## src/rtl/mips_pkg.sv

```systemverilog
// mips_pkg: shared widths and the decoded-control bundle for the MIPS-style pipeline.
//   REG_W      register-number width
//   ALUOP_W    ALU operation width
//   DEF_DATA_W default datapath width for register data and immediates
//   ctrl_t     control signals carried alongside an instruction through ID/EX
package mips_pkg;

    localparam int unsigned REG_W      = 5;
    localparam int unsigned ALUOP_W    = 4;
    localparam int unsigned DEF_DATA_W = 32;

    typedef struct packed {
        logic               regwrite;
        logic               memread;
        logic               memwrite;
        logic               memtoreg;
        logic               alusrc;
        logic [ALUOP_W-1:0] aluop;
    } ctrl_t;

endpackage

```

## src/rtl/hazard_detect.sv

```systemverilog
// hazard_detect: combinational load-use hazard check between the load sitting in ID/EX
// and the instruction currently being decoded in ID.
//   id_ex_valid, id_ex_memread, id_ex_rt  in   state of the instruction in ID/EX
//   if_id_rs, if_id_rt                    in   source registers of the instruction in ID
//   load_use                              out  the ID instruction needs the load result
module hazard_detect
    import mips_pkg::*;
(
    input  logic             id_ex_valid,
    input  logic             id_ex_memread,
    input  logic [REG_W-1:0] id_ex_rt,
    input  logic [REG_W-1:0] if_id_rs,
    input  logic [REG_W-1:0] if_id_rt,
    output logic             load_use
);

    // $zero is hardwired, so a load targeting it never produces a value worth waiting for.
    always_comb begin
        load_use = id_ex_valid & id_ex_memread & (id_ex_rt != '0) &
                   ((id_ex_rt == if_id_rs) | (id_ex_rt == if_id_rt));
    end

endmodule

```

## src/rtl/id_ex_pipe.sv

```systemverilog
// id_ex_pipe: ID/EX pipeline register with load-use stall and branch-flush bubbles.
//   clk, rst                    clock, asynchronous active-high reset
//   flush                       redirect from EX; squashes the instruction entering ID/EX
//   if_id_rs/rt, id_rd          register numbers from ID
//   id_rs_data/rt_data/imm      operands from ID
//   id_regwrite..id_aluop       decoded control from ID
//   id_ex_*                     registered copies of the above, id_ex_valid = not a bubble
//   pc_write, if_id_write       combinational; low freezes PC and IF/ID for a stall
//   stall_cnt                   saturating count of load-use stall cycles
// Build option: define HAZARD_DETECT_EN to enable load-use stalling and the stall counter.
// Without it the pipe never stalls and stall_cnt reads 0.
module id_ex_pipe
    import mips_pkg::*;
#(
    parameter int unsigned DATA_W = DEF_DATA_W,
    parameter int unsigned CNT_W  = 16
) (
    input  logic               clk,
    input  logic               rst,
    input  logic               flush,
    input  logic [REG_W-1:0]   if_id_rs,
    input  logic [REG_W-1:0]   if_id_rt,
    input  logic [REG_W-1:0]   id_rd,
    input  logic [DATA_W-1:0]  id_rs_data,
    input  logic [DATA_W-1:0]  id_rt_data,
    input  logic [DATA_W-1:0]  id_imm,
    input  logic               id_regwrite,
    input  logic               id_memread,
    input  logic               id_memwrite,
    input  logic               id_memtoreg,
    input  logic               id_alusrc,
    input  logic [ALUOP_W-1:0] id_aluop,
    output logic [REG_W-1:0]   id_ex_rs,
    output logic [REG_W-1:0]   id_ex_rt,
    output logic [REG_W-1:0]   id_ex_rd,
    output logic [DATA_W-1:0]  id_ex_rs_data,
    output logic [DATA_W-1:0]  id_ex_rt_data,
    output logic [DATA_W-1:0]  id_ex_imm,
    output logic               id_ex_regwrite,
    output logic               id_ex_memread,
    output logic               id_ex_memwrite,
    output logic               id_ex_memtoreg,
    output logic               id_ex_alusrc,
    output logic [ALUOP_W-1:0] id_ex_aluop,
    output logic               id_ex_valid,
    output logic               pc_write,
    output logic               if_id_write,
    output logic [CNT_W-1:0]   stall_cnt
);

    logic [REG_W-1:0]  rs_q, rt_q, rd_q;
    logic [DATA_W-1:0] rs_data_q, rt_data_q, imm_q;
    ctrl_t             ctrl_q;
    ctrl_t             id_ctrl;
    logic              valid_q;
    logic              load_use;
    logic              stall;
    logic              bubble;

    always_comb begin
        id_ctrl.regwrite = id_regwrite;
        id_ctrl.memread  = id_memread;
        id_ctrl.memwrite = id_memwrite;
        id_ctrl.memtoreg = id_memtoreg;
        id_ctrl.alusrc   = id_alusrc;
        id_ctrl.aluop    = id_aluop;
    end

`ifdef HAZARD_DETECT_EN
    logic [CNT_W-1:0] stall_cnt_q;

    hazard_detect u_hazard_detect (
        .id_ex_valid   (valid_q),
        .id_ex_memread (ctrl_q.memread),
        .id_ex_rt      (rt_q),
        .if_id_rs      (if_id_rs),
        .if_id_rt      (if_id_rt),
        .load_use      (load_use)
    );

    always_ff @(posedge clk or posedge rst) begin
        if (rst) begin
            stall_cnt_q <= '0;
        end else if (stall && (stall_cnt_q != {CNT_W{1'b1}})) begin
            stall_cnt_q <= stall_cnt_q + 1'b1;
        end
    end

    assign stall_cnt = stall_cnt_q;
`else
    logic unused_hazard_inputs;

    assign unused_hazard_inputs = ^{if_id_rs, if_id_rt};
    assign load_use             = 1'b0;
    assign stall_cnt            = '0;
`endif

    // Flush wins: the redirected path must keep fetching even if the squashed
    // instruction would have waited on the load.
    always_comb begin
        stall       = load_use & ~flush;
        bubble      = stall | flush;
        pc_write    = ~stall;
        if_id_write = ~stall;
    end

    // Operand fields load unconditionally; only control and valid are zeroed for a bubble.
    always_ff @(posedge clk or posedge rst) begin
        if (rst) begin
            rs_q      <= '0;
            rt_q      <= '0;
            rd_q      <= '0;
            rs_data_q <= '0;
            rt_data_q <= '0;
            imm_q     <= '0;
            ctrl_q    <= '0;
            valid_q   <= 1'b0;
        end else begin
            rs_q      <= if_id_rs;
            rt_q      <= if_id_rt;
            rd_q      <= id_rd;
            rs_data_q <= id_rs_data;
            rt_data_q <= id_rt_data;
            imm_q     <= id_imm;
            ctrl_q    <= bubble ? ctrl_t'('0) : id_ctrl;
            valid_q   <= ~bubble;
        end
    end

    assign id_ex_rs       = rs_q;
    assign id_ex_rt       = rt_q;
    assign id_ex_rd       = rd_q;
    assign id_ex_rs_data  = rs_data_q;
    assign id_ex_rt_data  = rt_data_q;
    assign id_ex_imm      = imm_q;
    assign id_ex_regwrite = ctrl_q.regwrite;
    assign id_ex_memread  = ctrl_q.memread;
    assign id_ex_memwrite = ctrl_q.memwrite;
    assign id_ex_memtoreg = ctrl_q.memtoreg;
    assign id_ex_alusrc   = ctrl_q.alusrc;
    assign id_ex_aluop    = ctrl_q.aluop;
    assign id_ex_valid    = valid_q;

endmodule

```

## config.mk

```make
export PLATFORM = sky130hd
export DESIGN_NAME = id_ex_pipe
export DESIGN_NICKNAME = d
export VERILOG_FILES = /design/src/rtl/mips_pkg.sv /design/src/rtl/hazard_detect.sv /design/src/rtl/id_ex_pipe.sv
export SDC_FILE = /design/constraint.sdc
export NUM_CORES = 1
export LEC_CHECK = 0
export CORE_AREA = 2 2 102 104
export DETAILED_ROUTE_END_ITERATION = 8
export DIE_AREA = 0 0 104 106
export DONT_BUFFER_PORTS = 1
export MAX_ROUTING_LAYER = met4
export PLACE_DENSITY = 0.59
export SYNTH_ARGS = -nofsm -noshare
export SYNTH_HDL_FRONTEND = slang
export SYNTH_SLANG_ARGS = --single-unit
```

## constraint.sdc

```tcl
create_clock -name clk -period 4.9 [get_ports clk]
set_input_delay 1.47 -clock clk [delete_from_list [all_inputs] [get_ports clk]]
set_output_delay 1.47 -clock clk [all_outputs]
set_load 0.01 [all_outputs]
```

Figure 1. M1 wires.
Scale: 4 px per µm. Supply wires on this layer in grey.
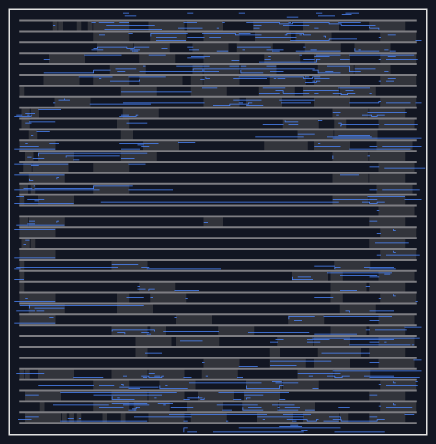
main direction: horizontal
longest straight run: 59.3 µm
Via Count: 1273
met1 Use GR: 12.4%
Total Wirelength: 6640 µm

Figure 2. Met2 routing.
Scale: 4 px per µm.
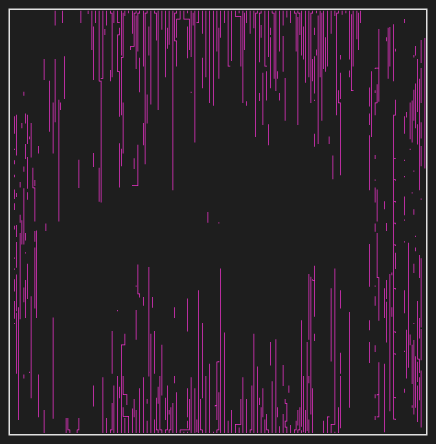
share of all routed wire: 53%
nets with wire on the layer: 288
main direction: vertical
met2 usage: 19.4%

Figure 3. Signal wires on met3.
Scale: 6 px per µm.
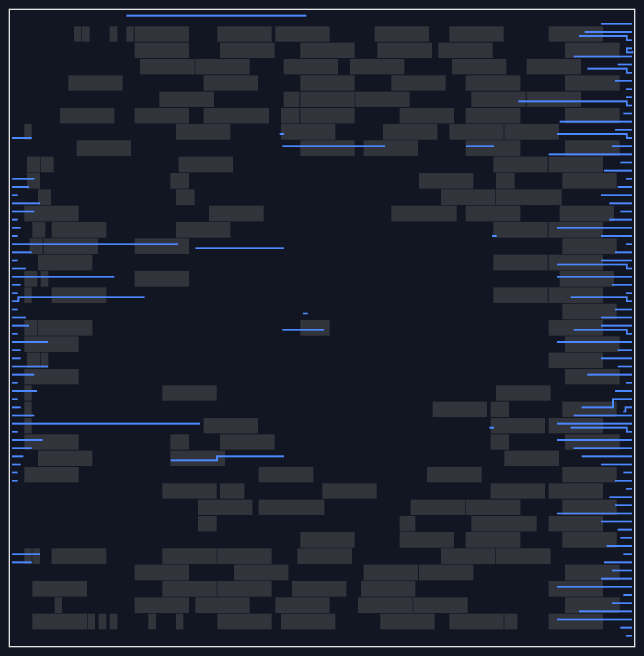
nets with wire on the layer: 119
longest straight run: 31.1 µm
wire length on this layer: 688 µm
main direction: horizontal
GR Util met3: 6.19%

Figure 4. Routing congestion.
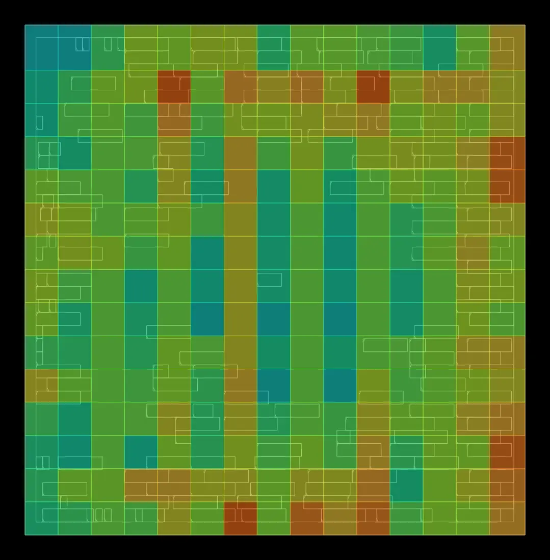
gr busiest metal: met2
DR WL/cell: 20.7 µm
Core Util, Final: 40.0%
gr usage total: 12.4%

==> qor.csv <==
stage,metric,value,unit
final_layout,area_delta_synth_final,23.6,%
route,top_layer_used,met4,
final_layout,comb_share,3.10,%
power,sequentialPowerShare,44.5,%
final_timing,rsz0062_at_grt,false,
final_timing,worst_pin_slew,1.10,ns
worst_hold_path,min_to,id_ex_rt_data[13]$_DFF_PP0_,
final_layout,regArea,0.00303,mm²
worst_hold_path,hp-class,in -> reg,
outcome,outcome,"complete, no violations",
final_layout,layout-drive-gt1-share,18.6,%
route,m1WireLength,2270,µm
clocking,clk_pin_slew_worst_paths,0.06,ns
synth,netlist_instances,152,
power,swShare,21.4,%
global_routing,grt_max_degree,95,
synth,logic_family,buffers and inverters,
final_timing,fin_setup_tns,0,ns
clocking,cts_tree,built,
route,firstDrtPassIters,3,
synth,numSynthFlops,121,
worst_setup_path,startpoint_type,flip-flop,
final_layout,num-multi-input-gates,27,
die,core_area,0.0100,mm²
Power figures rest on the tool's default switching activity, not on a simulated workload.
